==> images/clock_wires.png <==
Scale bar: 20 um.
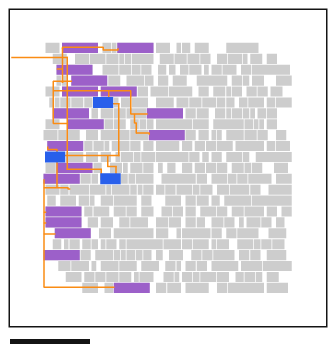
==> images/clock_nets.png <==
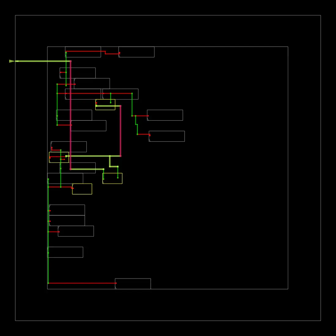
**src/rtl/spi_pkg.sv**
```systemverilog
// Shared SPI definitions: mode encodings, divisor width and the baud divisor formula.
// Latency: n/a (package). Backpressure: n/a.
// Used by the baud generator, slave-control and register blocks so all agree on the divisor.
package spi_pkg;

    localparam int DIV_W = 12;

    typedef enum logic [1:0] {
        SPI_RUN  = 2'b00,
        SPI_WAIT = 2'b01,
        SPI_STOP = 2'b10
    } spi_mode_e;

    // SCK half-period in system clocks: (sppr+1) << (spr+1). Range 2..2048.
    function automatic logic [DIV_W-1:0] spi_divisor(input logic [2:0] sppr,
                                                     input logic [2:0] spr);
        logic [DIV_W-1:0] base;
        logic [3:0]       shamt;
        base  = {{(DIV_W-3){1'b0}}, sppr} + {{(DIV_W-1){1'b0}}, 1'b1};
        shamt = {1'b0, spr} + 4'd1;
        return base << shamt;
    endfunction

endpackage

```
**src/rtl/spi_baud_generator.sv**
```systemverilog
// SPI SCK generator: half-period counter, registered sclk and sample/drive strobes one cycle ahead of each toggle.
// Latency: first sclk toggle baudratedivisor cycles after enable; strobes lead their toggle by one cycle.
// Backpressure: none; runs while ss is low in run/wait mode, returns to idle the cycle after enable drops.
//
// Ports: P_clk/P_rst (async active-low) clock and reset; spi_mode/spiswai/ss gate the enable;
// cpol/cpha select idle level and edge roles; sppr/spr pick the rate; baudratedivisor is the
// combinational half-period; sclk, sample_strobe, drive_strobe are registered.
module spi_baud_generator #(
    parameter int DIV_W = 12
) (
    input  logic             P_clk,
    input  logic             P_rst,
    input  logic [1:0]       spi_mode,
    input  logic             spiswai,
    input  logic             cpol,
    input  logic             cpha,
    input  logic             ss,
    input  logic [2:0]       sppr,
    input  logic [2:0]       spr,
    output logic [DIV_W-1:0] baudratedivisor,
    output logic             sclk,
    output logic             sample_strobe,
    output logic             drive_strobe
);

    import spi_pkg::*;

    localparam logic [DIV_W-1:0] ONE = {{(DIV_W-1){1'b0}}, 1'b1};

    logic             en;
    logic [DIV_W-1:0] div_m1;
    logic             wrap;
    logic             cpol_eff;
    logic             cpha_eff;
    logic             next_is_sample;

    logic [DIV_W-1:0] count_q, count_d;
    logic             sclk_q, sclk_d;
    logic             sample_q, sample_d;
    logic             drive_q, drive_d;
    logic             en_q, en_d;
    logic             cpol_lat_q, cpol_lat_d;
    logic             cpha_lat_q, cpha_lat_d;

    always_comb begin
        baudratedivisor = DIV_W'(spi_divisor(sppr, spr));
    end

    always_comb begin
        en         = ((spi_mode == SPI_RUN) || (spi_mode == SPI_WAIT)) && !spiswai && !ss;
        en_d       = en;
        // cpol/cpha are captured on the first enabled cycle and frozen for the rest of the run.
        cpol_eff   = en_q ? cpol_lat_q : cpol;
        cpha_eff   = en_q ? cpha_lat_q : cpha;
        cpol_lat_d = cpol_eff;
        cpha_lat_d = cpha_eff;

        div_m1 = baudratedivisor - ONE;
        // >= rather than == so a divisor shrunk below the current count still wraps at once.
        wrap   = (count_q >= div_m1);

        // The upcoming toggle leaves sclk_q; it is rising when sclk_q is 0. Sample edges are
        // the rising ones when cpol==cpha and the falling ones otherwise.
        next_is_sample = ((!sclk_q) == (cpol_eff == cpha_eff));

        count_d  = count_q;
        sclk_d   = sclk_q;
        sample_d = 1'b0;
        drive_d  = 1'b0;

        if (!en) begin
            count_d = '0;
            sclk_d  = cpol;
        end else if (wrap) begin
            count_d = '0;
            sclk_d  = !sclk_q;
        end else begin
            count_d = count_q + ONE;
            // Flag the cycle whose count sits on the wrap value: the toggle follows it.
            if (count_d == div_m1) begin
                sample_d = next_is_sample;
                drive_d  = !next_is_sample;
            end
        end
    end

    always_ff @(posedge P_clk or negedge P_rst) begin
        if (!P_rst) begin
            count_q    <= '0;
            sclk_q     <= 1'b0;
            sample_q   <= 1'b0;
            drive_q    <= 1'b0;
            en_q       <= 1'b0;
            cpol_lat_q <= 1'b0;
            cpha_lat_q <= 1'b0;
        end else begin
            count_q    <= count_d;
            sclk_q     <= sclk_d;
            sample_q   <= sample_d;
            drive_q    <= drive_d;
            en_q       <= en_d;
            cpol_lat_q <= cpol_lat_d;
            cpha_lat_q <= cpha_lat_d;
        end
    end

    assign sclk          = sclk_q;
    assign sample_strobe = sample_q;
    assign drive_strobe  = drive_q;

endmodule

```
**config.mk**
```make
export PLATFORM = sky130hd
export DESIGN_NAME = spi_baud_generator
export DESIGN_NICKNAME = d
export VERILOG_FILES = /design/src/rtl/spi_pkg.sv /design/src/rtl/spi_baud_generator.sv
export SDC_FILE = /design/constraint.sdc
export NUM_CORES = 1
export LEC_CHECK = 0
export CORE_MARGIN = 8
export CORE_UTILIZATION = 50
export DETAILED_ROUTE_END_ITERATION = 8
export PLACE_DENSITY = 0.73
export SLEW_MARGIN = 20
export SYNTH_ARGS = -nofsm -noshare
export SYNTH_HDL_FRONTEND = slang
export SYNTH_SLANG_ARGS = --single-unit
```
**constraint.sdc**
```tcl
create_clock -name P_clk -period 2.4 [get_ports P_clk]
set_clock_uncertainty 0.05 [all_clocks]
set_input_delay 0.24 -clock P_clk [delete_from_list [all_inputs] [get_ports P_clk]]
set_output_delay 0.24 -clock P_clk [all_outputs]
set_load 0.005 [all_outputs]
```
==> run_results.csv <==
group,metric,value,unit
outcome,outcome,"complete, but fails checks",
outcome,violations,"negative setup slack",
clock_network,cts_tree,"done",
synthesis,ys_cells,229,
routing,met1_length,2910,um
die,io_pins,29,
die,initial_utilization,50.8,%
placed_design,gp_congestion,0.835,
job,openroad.warnings,30,
routing,met2WireLength,4050,um
synthesis,yosys_area,0.00197,mm^2
clock_network,clk_pin_slew,0.07,ns
critical_path,cp.arrival,4.11,ns
die,die_h,78.8,um
synthesis,synth_top_cell_by_count,"nor2_1",
sta,setup_viol,17,
synthesis,synthSimpleGateAreaFrac,25.9,%
global_route,grt_max_degree,19,
synthesis,synthTopLogicFamily,"simple AND/OR/NAND/NOR gates",
sta,period_needed,3.99,ns
synthesis,ys_ff,18,
clock_network,cts_buffer_depth,2,
die,core_area,0.00388,mm^2
synthesis,synthMuxAreaShare,1.65,%
synthesis,synthAoiAreaFrac,16.9,%
sta,timing.final.ws_setup,-1.59,ns
pwr,max-vdd-ir-drop,0.473,mV
Back to the opening pictures, clock_wires.png:
[flip-flops] purple | count: 18
[clock wires] orange | length: 252 um
[clock-net drivers] blue | count: 3
routed clock nets: 4
clk latency late pin: 0.26 ns
clock share of power: 18.4%
Clock net power: 247 uW

Back to the opening pictures, clock_nets.png:
Flops: 18
clock sinks: 18
clk_buf instances: 4
Inserted Clock Buffers: 3

-- registers in the layout (all words and copies together), names as in the netlist --
name	cells
sample_strobe	1
en_q	1
drive_strobe	1
cpol_lat_q	1
count_q	12
sclk	1
cpha_lat_q	1
-- report_power, final --
part           switching (uW)  leakage, uW  internal [uW]
Clock                     101    0.0000288            146
Combinational             373      0.00127            409
Sequential               4.28     0.000244            309
Total                     479      0.00154            864
-- layer usage --
metal / up-vias / global-route usage (%)
li1: 1032 / -
met1: 1093 / 24.1
met2: 85 / 39.4
met3: 27 / 2.71
met4: 0 / 8.15
met5: - / 0
-- cells in the final DEF, fill, tap and decap left out, types with 8 or more instances in the layout --
master,synthesis,routed
buf_4,0,73
clkdlybuf4s50_1,0,16
dfrtp_1,18,18
ha_1,16,12
inv_1,14,11
nand2_1,11,9
nor2_1,24,11
o21ai_0,9,8
xnor2_1,20,19
xor2_1,11,10
-- logic make-up (layout without fill, tap and decap cells) --
family / after synthesis / count (layout)
flip-flops: 18 / 18
buffers and inverters: 21 / 126
AND-OR/OR-AND: 44 / 44
multiplexers: 3 / 3
adder cells (fa/ha/maj): 16 / 16
AND/OR/NAND/NOR: 92 / 92
XOR/XNOR: 35 / 35
-- final cells by class --
cell class | count | area [um^2]
clock buffers | 4 | 55.1
well taps | 50 | 62.6
fillers | 207 | 538
flip-flops and latches | 18 | 450
repair buffers | 108 | 938
inverters | 14 | 52.6
multi-input cells | 190 | 1790
-- worst max-delay path: stages --
cell and delay [ns]:
buf_6 0.10, ha_4 0.23, nand2b_4 0.14, nor3b_4 0.15, nand2_2 0.09, ha_4 0.14, inv_2 0.04, a211oi_4 0.26
a41oi_4 0.07, nand3b_1 0.23, or4_4 0.44, and2_4 0.18, inv_2 0.07, ha_4 0.20, nand4_1 0.08, a21oi_1 0.06
o21ai_1 0.10, a31oi_1 0.06, or4_4 0.49, or4b_4 0.53, nor3_2 0.21
-- metrics by stage --
stage | area (um^2) | cells | total power [uW] | util [%] | hold WS (ns)
after detailed placement | 2880 | 370 | 939 | 74.2 | 0.461
after floorplan | 2070 | 229 | 672 | - | -0.106
after global placement | 2880 | 370 | 930 | 74.2 | 0.442
final | 3350 | 384 | 1340 | 86.2 | 0.401
after global routing | 3350 | 384 | 1410 | 86.2 | 0.464
after CTS | 3220 | 381 | 1270 | 82.9 | 0.425
-- how the worst max path moves through the flow --
stage            start       endpoint  slack, ns
2_1_floorplan   spr[0]   drive_strobe      -1.76
3_5_place_dp   sppr[0]   drive_strobe      -2.34
4_1_cts         spr[1]   drive_strobe      -1.50
3_3_place_gp   sppr[0]  sample_strobe      -2.16
5_1_grt         spr[0]  sample_strobe      -1.67
6_report       sppr[0]  sample_strobe      -1.59
-- what timing repair did --
action / in CTS / in global routing
hold buffers: 0 / 0
gates resized: 78 / 29
pin swaps: 23 / 11
setup buffers: 8 / 3
setup endpoints to repair: 27 / 22
Power and IR drop assume default switching activity.
